<file path="config.mk">
export PLATFORM = sky130hd
export DESIGN_NAME = gost_gamma_ctrl
export DESIGN_NICKNAME = d
export VERILOG_FILES = /design/src/rtl/gost_pkg.sv /design/src/rtl/gost_gamma_counter.sv /design/src/rtl/gost_gamma_ctrl.sv
export SDC_FILE = /design/constraint.sdc
export NUM_CORES = 1
export LEC_CHECK = 0
export CORE_ASPECT_RATIO = 2
export CORE_MARGIN = 2
export CORE_UTILIZATION = 38
export CTS_CLUSTER_DIAMETER = 150
export DETAILED_ROUTE_END_ITERATION = 6
export GPL_TIMING_DRIVEN = 1
export PLACE_DENSITY = 0.71
export SLEW_MARGIN = 20
export SYNTH_ARGS = -nofsm -noshare
export SYNTH_HDL_FRONTEND = slang
export SYNTH_HIERARCHICAL = 1
export SYNTH_SLANG_ARGS = --single-unit
</file>
<file path="constraint.sdc">
create_clock -name clk_i -period 2.6 [get_ports clk_i]
set_clock_uncertainty 0.05 [all_clocks]
set_input_delay 0.52 -clock clk_i [delete_from_list [all_inputs] [get_ports clk_i]]
set_output_delay 0.52 -clock clk_i [all_outputs]
set_load 0.02 [all_outputs]
</file>
<file path="src/rtl/gost_pkg.sv">
// Shared constants, FSM state codes and modular arithmetic for the GOST 28147-89
// counter-mode ("gamma") sequencer.
//   C1 / C2            : N4 / N3 step increments
//   St*                : sequencer state codes
//   add_mod_2p32m1()   : addition mod 2^32-1 with end-around carry
package gost_pkg;

    localparam logic [31:0] C1 = 32'h01010104;
    localparam logic [31:0] C2 = 32'h01010101;

    localparam logic [2:0] StIdle      = 3'd0;
    localparam logic [2:0] StInitReq   = 3'd1;
    localparam logic [2:0] StInitWait  = 3'd2;
    localparam logic [2:0] StStep      = 3'd3;
    localparam logic [2:0] StGenReq    = 3'd4;
    localparam logic [2:0] StGenWait   = 3'd5;
    localparam logic [2:0] StHaveGamma = 3'd6;
    localparam logic [2:0] StDrain     = 3'd7;

    // End-around carry: a carry out of bit 31 is folded back into bit 0.
    // 32'hFFFFFFFF is a legal result and is never reduced to 0.
    function automatic logic [31:0] add_mod_2p32m1(input logic [31:0] a, input logic [31:0] b);
        logic [32:0] sum;
        sum = {1'b0, a} + {1'b0, b};
        return sum[32] ? (sum[31:0] + 32'd1) : sum[31:0];
    endfunction

endpackage

</file>
<file path="src/rtl/gost_gamma_counter.sv">
// N3/N4 counter pair for GOST counter mode.
//   clk_i, rst_ni : clock, asynchronous active-low reset
//   load_i        : load N3 <= cdata_i[31:0], N4 <= cdata_i[63:32]
//   cdata_i       : encrypted synchronisation message from the core
//   step_i        : advance N3 by C2 (mod 2^32) and N4 by C1 (mod 2^32-1)
//   next_o        : {N4_next, N3_next}, the values the next step will store
module gost_gamma_counter
    import gost_pkg::*;
(
    input  logic        clk_i,
    input  logic        rst_ni,
    input  logic        load_i,
    input  logic [63:0] cdata_i,
    input  logic        step_i,
    output logic [63:0] next_o
);

    logic [31:0] n3_q, n3_d;
    logic [31:0] n4_q, n4_d;
    logic [31:0] n3_next, n4_next;

    assign n3_next = n3_q + C2;
    assign n4_next = add_mod_2p32m1(n4_q, C1);
    assign next_o  = {n4_next, n3_next};

    always_comb begin
        n3_d = n3_q;
        n4_d = n4_q;
        if (load_i) begin
            n3_d = cdata_i[31:0];
            n4_d = cdata_i[63:32];
        end else if (step_i) begin
            n3_d = n3_next;
            n4_d = n4_next;
        end
    end

    always_ff @(posedge clk_i or negedge rst_ni) begin
        if (!rst_ni) begin
            n3_q <= 32'd0;
            n4_q <= 32'd0;
        end else begin
            n3_q <= n3_d;
            n4_q <= n4_d;
        end
    end

endmodule

</file>
<file path="src/rtl/gost_gamma_ctrl.sv">
// GOST 28147-89 counter-mode sequencer. Encrypts the IV once through the cipher
// core, then per data block steps N3/N4, requests a keystream block and XORs it
// with the streamed data (encrypt and decrypt are identical).
//   clk_i, rst_ni                 : clock, asynchronous active-low reset
//   start_i, iv_i, busy_o         : message start with synchronisation message
//   in_valid_i/in_ready_o/in_data_i/in_last_i     : data source handshake
//   out_valid_o/out_ready_i/out_data_o/out_last_o : data sink handshake
//   core_load_o/core_mode_o/core_pdata_o/core_done_i/core_cdata_i : cipher core
module gost_gamma_ctrl
    import gost_pkg::*;
(
    input  logic        clk_i,
    input  logic        rst_ni,
    input  logic        start_i,
    input  logic [63:0] iv_i,
    output logic        busy_o,
    input  logic        in_valid_i,
    output logic        in_ready_o,
    input  logic [63:0] in_data_i,
    input  logic        in_last_i,
    output logic        out_valid_o,
    input  logic        out_ready_i,
    output logic [63:0] out_data_o,
    output logic        out_last_o,
    output logic        core_load_o,
    output logic        core_mode_o,
    output logic [63:0] core_pdata_o,
    input  logic        core_done_i,
    input  logic [63:0] core_cdata_i
);

    logic [2:0]  state_q, state_d;
    logic [63:0] pdata_q, pdata_d;
    logic [63:0] gamma_q, gamma_d;
    logic [63:0] out_data_q, out_data_d;
    logic        out_last_q, out_last_d;
    logic        out_valid_q, out_valid_d;
    logic [63:0] ctr_next;
    logic        ctr_load, ctr_step;
    logic        accept;

    assign ctr_load = (state_q == StInitWait) && core_done_i;
    assign ctr_step = (state_q == StStep);

    gost_gamma_counter u_counter (
        .clk_i   (clk_i),
        .rst_ni  (rst_ni),
        .load_i  (ctr_load),
        .cdata_i (core_cdata_i),
        .step_i  (ctr_step),
        .next_o  (ctr_next)
    );

    assign in_ready_o = (state_q == StHaveGamma) && (!out_valid_q || out_ready_i);
    assign accept     = in_valid_i && in_ready_o;

    always_comb begin
        state_d = state_q;
        pdata_d = pdata_q;
        gamma_d = gamma_q;
        case (state_q)
            StIdle: begin
                if (start_i) begin
                    pdata_d = iv_i;
                    state_d = StInitReq;
                end
            end
            StInitReq:  state_d = StInitWait;
            StInitWait: if (core_done_i) state_d = StStep;
            StStep: begin
                pdata_d = ctr_next;
                state_d = StGenReq;
            end
            StGenReq:   state_d = StGenWait;
            StGenWait: begin
                if (core_done_i) begin
                    gamma_d = core_cdata_i;
                    state_d = StHaveGamma;
                end
            end
            StHaveGamma: begin
                // Next gamma is generated while this output waits for the sink.
                if (accept) state_d = in_last_i ? StDrain : StStep;
            end
            StDrain:    if (!out_valid_q || out_ready_i) state_d = StIdle;
            default:    state_d = StIdle;
        endcase
    end

    // Output register: a fresh block may replace one being handed off this cycle.
    always_comb begin
        out_data_d  = out_data_q;
        out_last_d  = out_last_q;
        out_valid_d = out_valid_q;
        if (accept) begin
            out_data_d  = in_data_i ^ gamma_q;
            out_last_d  = in_last_i;
            out_valid_d = 1'b1;
        end else if (out_valid_q && out_ready_i) begin
            out_valid_d = 1'b0;
        end
    end

    always_ff @(posedge clk_i or negedge rst_ni) begin
        if (!rst_ni) begin
            state_q     <= StIdle;
            pdata_q     <= 64'd0;
            gamma_q     <= 64'd0;
            out_data_q  <= 64'd0;
            out_last_q  <= 1'b0;
            out_valid_q <= 1'b0;
        end else begin
            state_q     <= state_d;
            pdata_q     <= pdata_d;
            gamma_q     <= gamma_d;
            out_data_q  <= out_data_d;
            out_last_q  <= out_last_d;
            out_valid_q <= out_valid_d;
        end
    end

    assign busy_o       = (state_q != StIdle);
    assign core_load_o  = (state_q == StInitReq) || (state_q == StGenReq);
    assign core_mode_o  = 1'b0;
    assign core_pdata_o = pdata_q;
    assign out_data_o   = out_data_q;
    assign out_last_o   = out_last_q;
    assign out_valid_o  = out_valid_q;

endmodule

</file>
Figure 1. Congestion heat map (run 1).
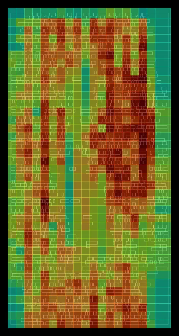
GR Util All Layers: 26.0%
GR peak layer: met2
M3 GR Usage: 3.52%

Figure 2. Cell density map (run 1).
Drawn at 2 px/um. The die is cut into 14 by 27 equal tiles; dark blue is low, red is high, 0 to 100% covered.
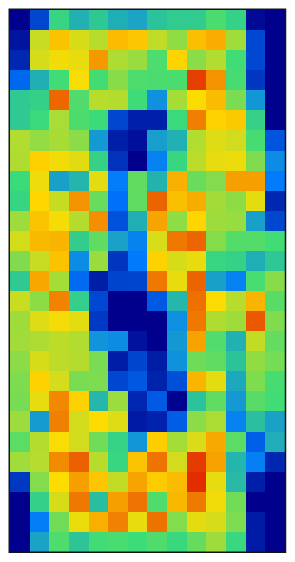
- fullest tile: 95%
- emptiest ninth of the die: centre
- tiles over 75% full: 19%
- mean over tiles: 51%
Post-Route Utilization: 56.0%
Starting Density: 38.5%
Core ar.: 35100 um^2

==> results.py, run 1 <==
# Flow results
metrics = {
    "power": {
        "pwr-share-seq_pct": 30.4,
        "maxPowerGroup": "combinational cells",
    },
    "floorplanning": {
        "placementRows": 97,
        "die-area_um2": 37200,
        "die_w_um": 137,
    },
    "synth": {
        "logic_family": "simple AND/OR/NAND/NOR gates",
        "netlist_instances": 1445,
        "yosys.area_share.xor_xnor_pct": 11.8,
        "aoi_share_pct": 11.5,
        "yosysSeqAreaShare_pct": 48.3,
        "yosys_area_um2": 13500,
        "syn_area_um2": 13500,
        "yosysCellCount": 1445,
        "yosysWarnings": 6,
    },
    "grt": {
        "grt_pass1_wl_mm": 72.6,
    },
    "drt": {
        "firstDrtPassIters": 5,
        "num_vias": 12139,
        "ant_nets": 0,
    },
    "sta": {
        "finalWorstPathRequiredPeriod_ns": 2.75,
        "slew_headroom_pct": 52.1,
        "setup_ws_ns": -0.148,
        "tightestPinTransition_ns": 0.718,
        "setup_viol": 14,
        "rsz0062_at_grt": "yes",
    },
    "worst_setup_path": {
        "rrSetupSlack_ns": -0.15,
        "end_kind": "flop",
        "crit_fanout": 6,
        "startpoint": "u_counter/n4_q[3]",
        "start_kind": "flop",
        "crit_type": "reg2reg",
    },
    "run_status": {
        "violations": "negative setup slack",
        "outcome": "complete, but fails checks",
    },
    "cts": {
        "clk_latency_ns": 0.55,
        "cts-buffers-inserted": 26,
        "cts_tree": "yes",
        "h-tree-depth": 1,
        "cts_root_buffer": "clkbuf_16",
        "clkTransAtPathRegs_ns": 0.07,
    },
    "layout": {
        "drive_above_1_share_pct": 18.0,
        "final_common_cell": "clkdlybuf4s50_1",
        "syn_to_final_growth_pct": 45.3,
    },
    "hold_path": {
        "min_path_type": "in2async",
    },
}
Figure 3. I/O nets highlighted (run 1).
Drawn at 1.5 px/um.
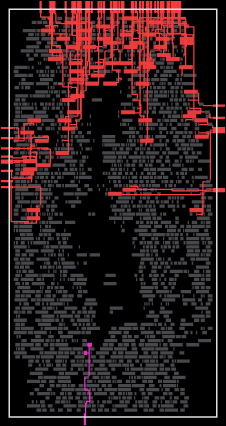
- `core_pdata_o`: red (bits 64; direction output; edge 48 top, 9 left, 7 right; end cells 64; buffers 64; wire 2990 um)
- `start_i`: magenta (bits 1; direction input; edge bottom; end cells 2; buffers 1; wire 55.3 um)
IO Pins: 333
IO Port Bufs: 331

-- run 1: synth_stat cells (all sizes together) (2+ instances only) --
| library cell | count | area, um^2 |
|---|---|---|
| a21boi | 3 | 22.5 |
| a21o | 4 | 30.0 |
| a21oi | 78 | 394 |
| a221oi | 3 | 26.3 |
| a311oi | 2 | 17.5 |
| a31o | 4 | 43.8 |
| a31oi | 68 | 425 |
| a41oi | 2 | 17.5 |
| and2 | 9 | 56.3 |
| and3 | 13 | 81.3 |
| and4 | 2 | 17.5 |
| and4b | 3 | 30.0 |
| buf | 52 | 307 |
| clkbuf | 47 | 176 |
| dfrtp | 261 | 6530 |
| ha | 4 | 50.1 |
| inv | 11 | 41.3 |
| mux2 | 67 | 754 |
| mux2i | 10 | 100 |
| nand2 | 247 | 927 |
| nand2b | 6 | 37.5 |
| nand3 | 29 | 150 |
| nand3b | 4 | 30.0 |
| nand4 | 22 | 138 |
| nand4b | 2 | 17.5 |
| nor2 | 172 | 646 |
| nor2b | 5 | 31.3 |
| nor3 | 11 | 55.1 |
| nor4 | 6 | 52.6 |
| nor4b | 3 | 32.5 |
| o2111ai | 2 | 17.5 |
| o211ai | 4 | 30.0 |
| o21a | 2 | 15.0 |
| o21ai | 73 | 369 |
| o21bai | 2 | 15.0 |
| o31a | 4 | 35.0 |
| o31ai | 3 | 22.5 |
| or2 | 4 | 25.0 |
| or3 | 3 | 18.8 |
| or4 | 2 | 22.5 |
| xnor2 | 121 | 1060 |
| xor2 | 61 | 534 |
-- run 1: registers in the layout, summed over array words and instances, names as in the netlist --
name / count
out_last_o: 1
u_counter/n3_q: 32
core_pdata_o: 64
state_q: 3
out_valid_o: 1
gamma_q: 64
out_data_o: 64
u_counter/n4_q: 32
-- run 1: metrics by stage --
stage | setup TNS, ns | total power [mW] | util (%) | hold WS [ns]
final | -0.762 | 25.4 | 56.0 | 0.431
after global routing | -3.29 | 27.0 | 56.0 | 0.460
after CTS | -0.391 | 25.1 | 54.8 | 0.427
after detailed placement | -1.99 | 20.6 | 51.4 | 0.427
after global placement | -1.26 | 20.4 | 51.4 | 0.428
after floorplan | 0 | 14.9 | - | 0.174
-- run 1: layer usage --
| layer | wire length, um | track usage (%) |
|---|---|---|
| met1 | 14300 | 21.8 |
| met2 | 28000 | 51.2 |
| met3 | 1820 | 3.52 |
| met4 | 4670 | 21.0 |
| met5 | 11 | 0 |
-- run 1: worst max-delay path, cell delays in order (launching register included) --
cell      delay (ns)
dfrtp_1         0.43
ha_4            0.20
buf_6           0.13
nand3b_1        0.18
nor4_2          0.18
o31a_1          0.28
buf_6           0.14
nand2_4         0.05
nor4_2          0.26
buf_4           0.18
nand4_1         0.14
xnor2_2         0.18
a31o_2          0.24
-- run 1: cell type report --
type / count / area [um^2]
Tap cell: 445 / 557
Multi-Input combinational cell: 1074 / 6930
Clock buffer: 35 / 776
Inverter: 11 / 46.3
Timing Repair Buffer: 475 / 4660
Antenna cell: 4 / 10.0
Sequential cell: 261 / 6530
Clock inverter: 13 / 146
Fill cell: 3138 / 15400
Figure 4. The metal 4 layer (run 1).
Drawn at 2 px/um. Supply wires on this layer in grey.
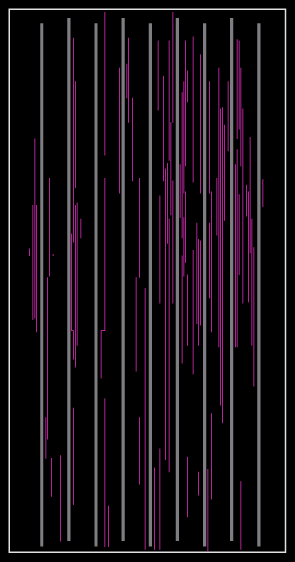

==> run 2, diff against run 1 <==
ABC_CLOCK_PERIOD_IN_PS = 2600   (was unset)
SKIP_CTS_REPAIR_TIMING = 1   (was unset)
Figure 5. The metal 4 layer (run 2).
Drawn at 2 px/um. Supply wires on this layer in grey.
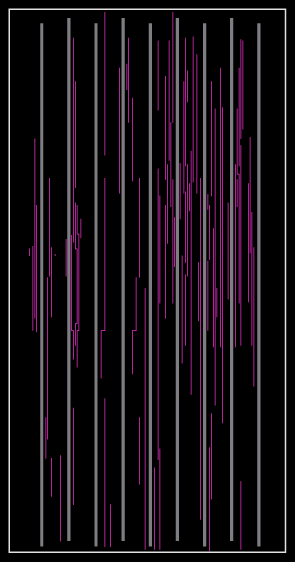
- main direction: vertical
- nets with wire on the layer: 73

Figure 6. Congestion heat map (run 2).
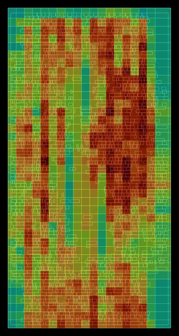
Post-Route Utilization: 56.0%
met2 usage: 50.4%
DR WL/cell: 21.0 um

Figure 7. Clock wires, drivers and flops (run 2).
Drawn at 2 px/um.
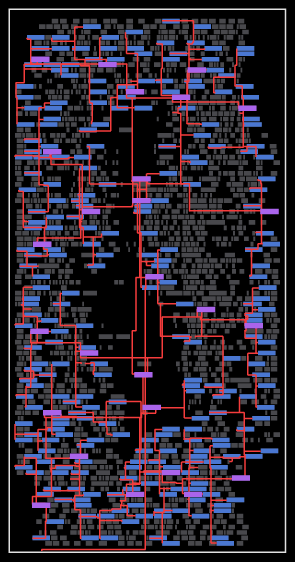
- clock-net drivers: purple (count 26)
- clock wires: red (length 3740 um)
- flip-flops: blue (count 261)
- flops lie: widely spread
- routed clock nets: 27
worst-skew pair later-pin latency: 0.55 ns
clock network power share: 15.9%
clock-net power: 4.05 mW

==> run 2 against run 1 <==
The flow still finishes with violations (negative setup slack). Final area is 0.13% lower. Critical path depth is 1 lower. Setup slack worse by 0.16 ns. Critical path type unchanged. Die area stayed put. Synthesized cell count stayed put. Critical endpoint is now u_counter/n4_q[22].
==> results.py, run 2 <==
# Flow results
metrics = {
    "run_status": {
        "outcome": "complete, but fails checks",
        "violations": "negative setup slack",
    },
    "sta": {
        "setup_viol": 27,
        "setup_ws_ns": -0.313,
        "whs_ns": 0.428,
        "rsz0062_at_grt": "yes",
        "finalWorstPathRequiredPeriod_ns": 2.91,
    },
    "floorplanning": {
        "die_w_um": 137,
        "core_um2": 35100,
        "core_util_floorplan_pct": 38.5,
        "die-area_um2": 37200,
    },
    "drt": {
        "firstDrtPassIters": 6,
        "wl_met3_mm": 1.76,
        "wl_met1_mm": 14.3,
        "maxUsedRoutingLayer": "met5",
        "ant_nets": 0,
    },
    "grt": {
        "grt_usage_pct": 25.7,
        "grt_pass1_wl_mm": 71.6,
    },
    "worst_setup_path": {
        "crit_fanout": 9,
        "crit_type": "reg2reg",
        "start_kind": "flop",
        "slowest_delay_ns": 0.43,
        "startpoint": "u_counter/n4_q[2]",
    },
    "layout": {
        "drive_above_1_share_pct": 18.0,
        "syn_to_final_growth_pct": 45.2,
    },
    "synth": {
        "yosysCellCount": 1445,
        "top_area_cell": "dfrtp_1",
        "yosysSeqAreaShare_pct": 48.3,
        "yosys_area_um2": 13500,
        "syn_area_um2": 13500,
        "yosysWarnings": 6,
    },
    "cts": {
        "cts-buffers-inserted": 26,
        "cts_root_buffer": "clkbuf_16",
    },
    "hold_path": {
        "min_path_type": "in2async",
    },
    "power": {
        "total_power_mw": 25.4,
    },
}
==> run 2: cell types whose count changed in the layout (fill, tap and decap cells not counted), sizes merged <==
cell / before / now
buf: 144 / 146
dlygate4sd2: 2 / 0
dlymetal6s2s: 1 / 3
==> run 2: cell families after synthesis <==
| group | count (synthesis) | synth area share (%) |
|---|---|---|
| and+or+nand+nor | 548 | 17.8 |
| other | 1 | 0.0277 |
| buffers and inverters | 110 | 3.88 |
| muxes | 77 | 6.32 |
| adders and majority gates | 4 | 0.370 |
| xor gates and xnor gates | 182 | 11.8 |
| AOI/OAI and AO/OA | 262 | 11.5 |
| DFF | 261 | 48.3 |
==> run 2: power by group through the flow <==
stage | Sequential, mW | Combinational [mW] | Clock [mW]
after global placement | 7.69 | 12.7 | 0
after floorplan | 8.60 | 6.30 | 0
after detailed placement | 7.76 | 12.9 | 0
final | 7.74 | 13.6 | 4.05
after CTS | 7.71 | 12.9 | 4.15
after global routing | 7.98 | 14.7 | 4.31
==> run 2: worst paths after layout <==
check                                     end  slack (ns)  depth (start not counted)
min reg2reg                        out_last_o        0.47                          1
max reg2reg                u_counter/n4_q[22]       -0.31                         11
min in group clk_i                 out_last_o        0.47                          1
max in group asynchronous    core_pdata_o[31]        1.23                          3
max                        u_counter/n4_q[22]       -0.31                         11
min                            out_data_o[34]        0.43                          2
==> run 2: stage by stage <==
step / cells / setup WS [ns]
final: 2320 / -0.313
after global routing: 2320 / -0.395
after CTS: 2287 / -0.228
after detailed placement: 2239 / -0.191
after global placement: 2239 / -0.169
after floorplan: 1445 / 0.0215
==> run 2: worst max-delay path, delay by kind of cell (launching register included) <==
kind	cells	cell delay, ns
simple gates	4	1.18
flops	1	0.43
buf+inv	2	0.25
fa+ha+maj	1	0.16
compound gates	4	0.75
==> run 2: layer usage <==
metal  vias up  GRT usage [%]
li1       5697              -
met1      5907           21.3
met2       379           50.4
met3       165           3.50
met4         2           21.4
met5         -              0
==> run 2: layout make-up <==
| cell class | count | area (um^2) |
|---|---|---|
| antenna | 4 | 10.0 |
| clock buffer | 35 | 776 |
| clock inverter | 13 | 146 |
| fill | 3149 | 15400 |
| inverter | 11 | 43.8 |
| multi-input combinational | 1074 | 6870 |
| sequential | 261 | 6530 |
| tap | 445 | 557 |
| timing repair buffer | 477 | 4690 |
Figure 8. I/O nets highlighted (run 2).
Drawn at 1.5 px/um.
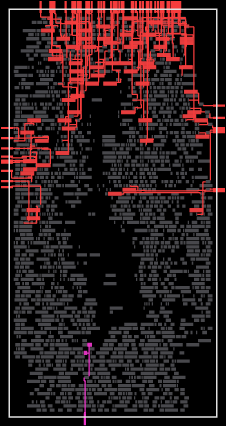

==> run 3, diff against run 2 <==
MAX_ROUTING_LAYER = met4   (was unset)
Figure 9. I/O nets highlighted (run 3).
Drawn at 1.5 px/um.
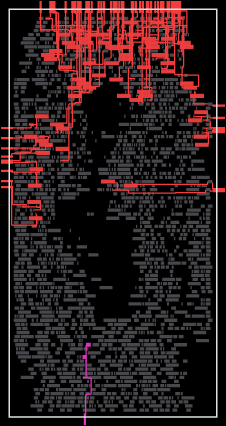

Figure 10. The metal 4 layer (run 3).
Drawn at 2 px/um. Supply wires on this layer in grey.
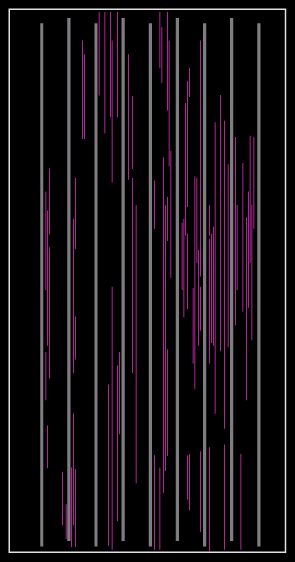
- nets with wire on the layer: 68
- main direction: vertical
- longest straight run: 167 um
- wire length on this layer: 4440 um

Figure 11. Congestion heat map (run 3).
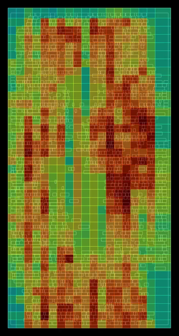
Post-Route Utilization: 54.9%
DR WL/cell: 20.9 um
Global Route met1 Usage: 22.2%
GR Util All Layers: 26.5%
M3 GR Usage: 2.87%

==> run 3 against run 2 <==
The flow still finishes with violations (negative setup slack). Via count shrank 0.47%. First-iteration DRC count decreased by 14%. Final area is 1.9% lower. Die area is the same.
==> results.py, run 3 <==
# Flow results
metrics = {
    "synth": {
        "yosysCellCount": 1445,
        "aoi_share_pct": 11.5,
        "top_area_cell": "dfrtp_1",
        "logic_family": "simple AND/OR/NAND/NOR gates",
        "syn_area_um2": 13500,
        "netlist_instances": 1445,
        "top_cells_by_count": "dfrtp_1 (261), nand2_1 (247), nor2_1 (172), xnor2_1 (121), a21oi_1 (77)",
        "adder_share_pct": 0.370,
        "ys_sh_mux_pct": 6.32,
    },
    "floorplanning": {
        "placementRows": 97,
        "die_w_um": 137,
        "die-area_um2": 37200,
        "core_um2": 35100,
    },
    "sta": {
        "setup_ws_ns": -0.216,
        "whs_ns": 0.419,
        "slew_headroom_pct": 51.1,
        "tightestPinTransition_ns": 0.734,
        "setup_viol": 21,
        "finalWorstPathRequiredPeriod_ns": 2.82,
    },
    "hold_path": {
        "min_path_type": "in2async",
    },
    "cts": {
        "h-tree-depth": 1,
        "cts_root_buffer": "clkbuf_16",
        "clk_latency_ns": 0.56,
        "cts_tree": "yes",
        "clkTransAtPathRegs_ns": 0.07,
        "cts-buffers-inserted": 27,
    },
    "layout": {
        "num-fill-cells": 3196,
        "syn_to_final_growth_pct": 42.4,
        "final_common_cell": "clkdlybuf4s50_1",
        "stdcell_count": 2309,
        "regArea_um2": 6530,
    },
    "run_status": {
        "violations": "negative setup slack",
        "outcome": "complete, but fails checks",
    },
    "worst_setup_path": {
        "end_kind": "flop",
        "rrSetupSlack_ns": -0.22,
        "slowest_delay_ns": 0.46,
        "cp_common_cell": "buf_4",
        "start_kind": "flop",
        "crit_fanout": 6,
    },
    "drt": {
        "firstDrtPassIters": 4,
    },
    "placement": {
        "io_buffers": 331,
    },
}
run 3: cell counts after synthesis:
No cell type changed its count.
run 3: path summary, 6_finish.rpt:
check | from | to | cells past startpoint
worst max-delay path | u_counter/n4_q[7] | u_counter/n4_q[21] | 11
worst min-delay path | rst_ni | out_data_o[41] | 2
worst max register to register | u_counter/n4_q[7] | u_counter/n4_q[21] | 11
worst min register to register | gamma_q[19] | gamma_q[19] | 1
max in group asynchronous | rst_ni | core_pdata_o[50] | 3
min in group clk_i | gamma_q[19] | gamma_q[19] | 1
run 3: worst max-delay path, delay by kind of cell (launching register included):
kind / cells / cell delay, ns
flip-flops: 1 / 0.35
buffers and inverters: 3 / 0.47
AND/OR/NAND/NOR: 6 / 1.27
AND-OR/OR-AND: 2 / 0.62
run 3: per-stage QoR:
stage	instance area (um^2)	setup TNS, ns	util, %
2_1_floorplan	13500	0	-
3_3_place_gp	18100	-2.05	51.6
3_5_place_dp	18100	-3.02	51.6
4_1_cts	19000	-4.86	54.2
5_1_grt	19300	-6.22	54.9
6_report	19300	-1.89	54.9
run 3: final cells by class:
type	instances	share of cell area (%)
multi-input combinational	1074	34.7
sequential	261	33.9
timing repair buffer	462	23.4
clock buffer	37	3.96
tap	445	2.89
clock inverter	12	0.728
inverter	11	0.240
antenna	7	0.0910
run 3: cells by family after synthesis:
logic type	Yosys count
simple gates	548
mux	77
compound gates	262
other cells	1
buf+inv	110
xor+xnor	182
flops	261
fa+ha+maj	4
run 3: where the power goes:
group	internal (mW)	switching, mW
registers	6.14	1.61
logic	6.20	7.03
clock network	2.28	1.74
total	14.6	10.4
run 3: metal layers:
metal	vias to the layer above	track usage, %	wire length, um
met3	157	2.87	1620
met5	-	-	0
met1	5898	22.2	14400
li1	5682	-	-
met4	0	19.9	4440
met2	356	50.9	27800
Power figures rest on the tool's default switching activity, not on a simulated workload.
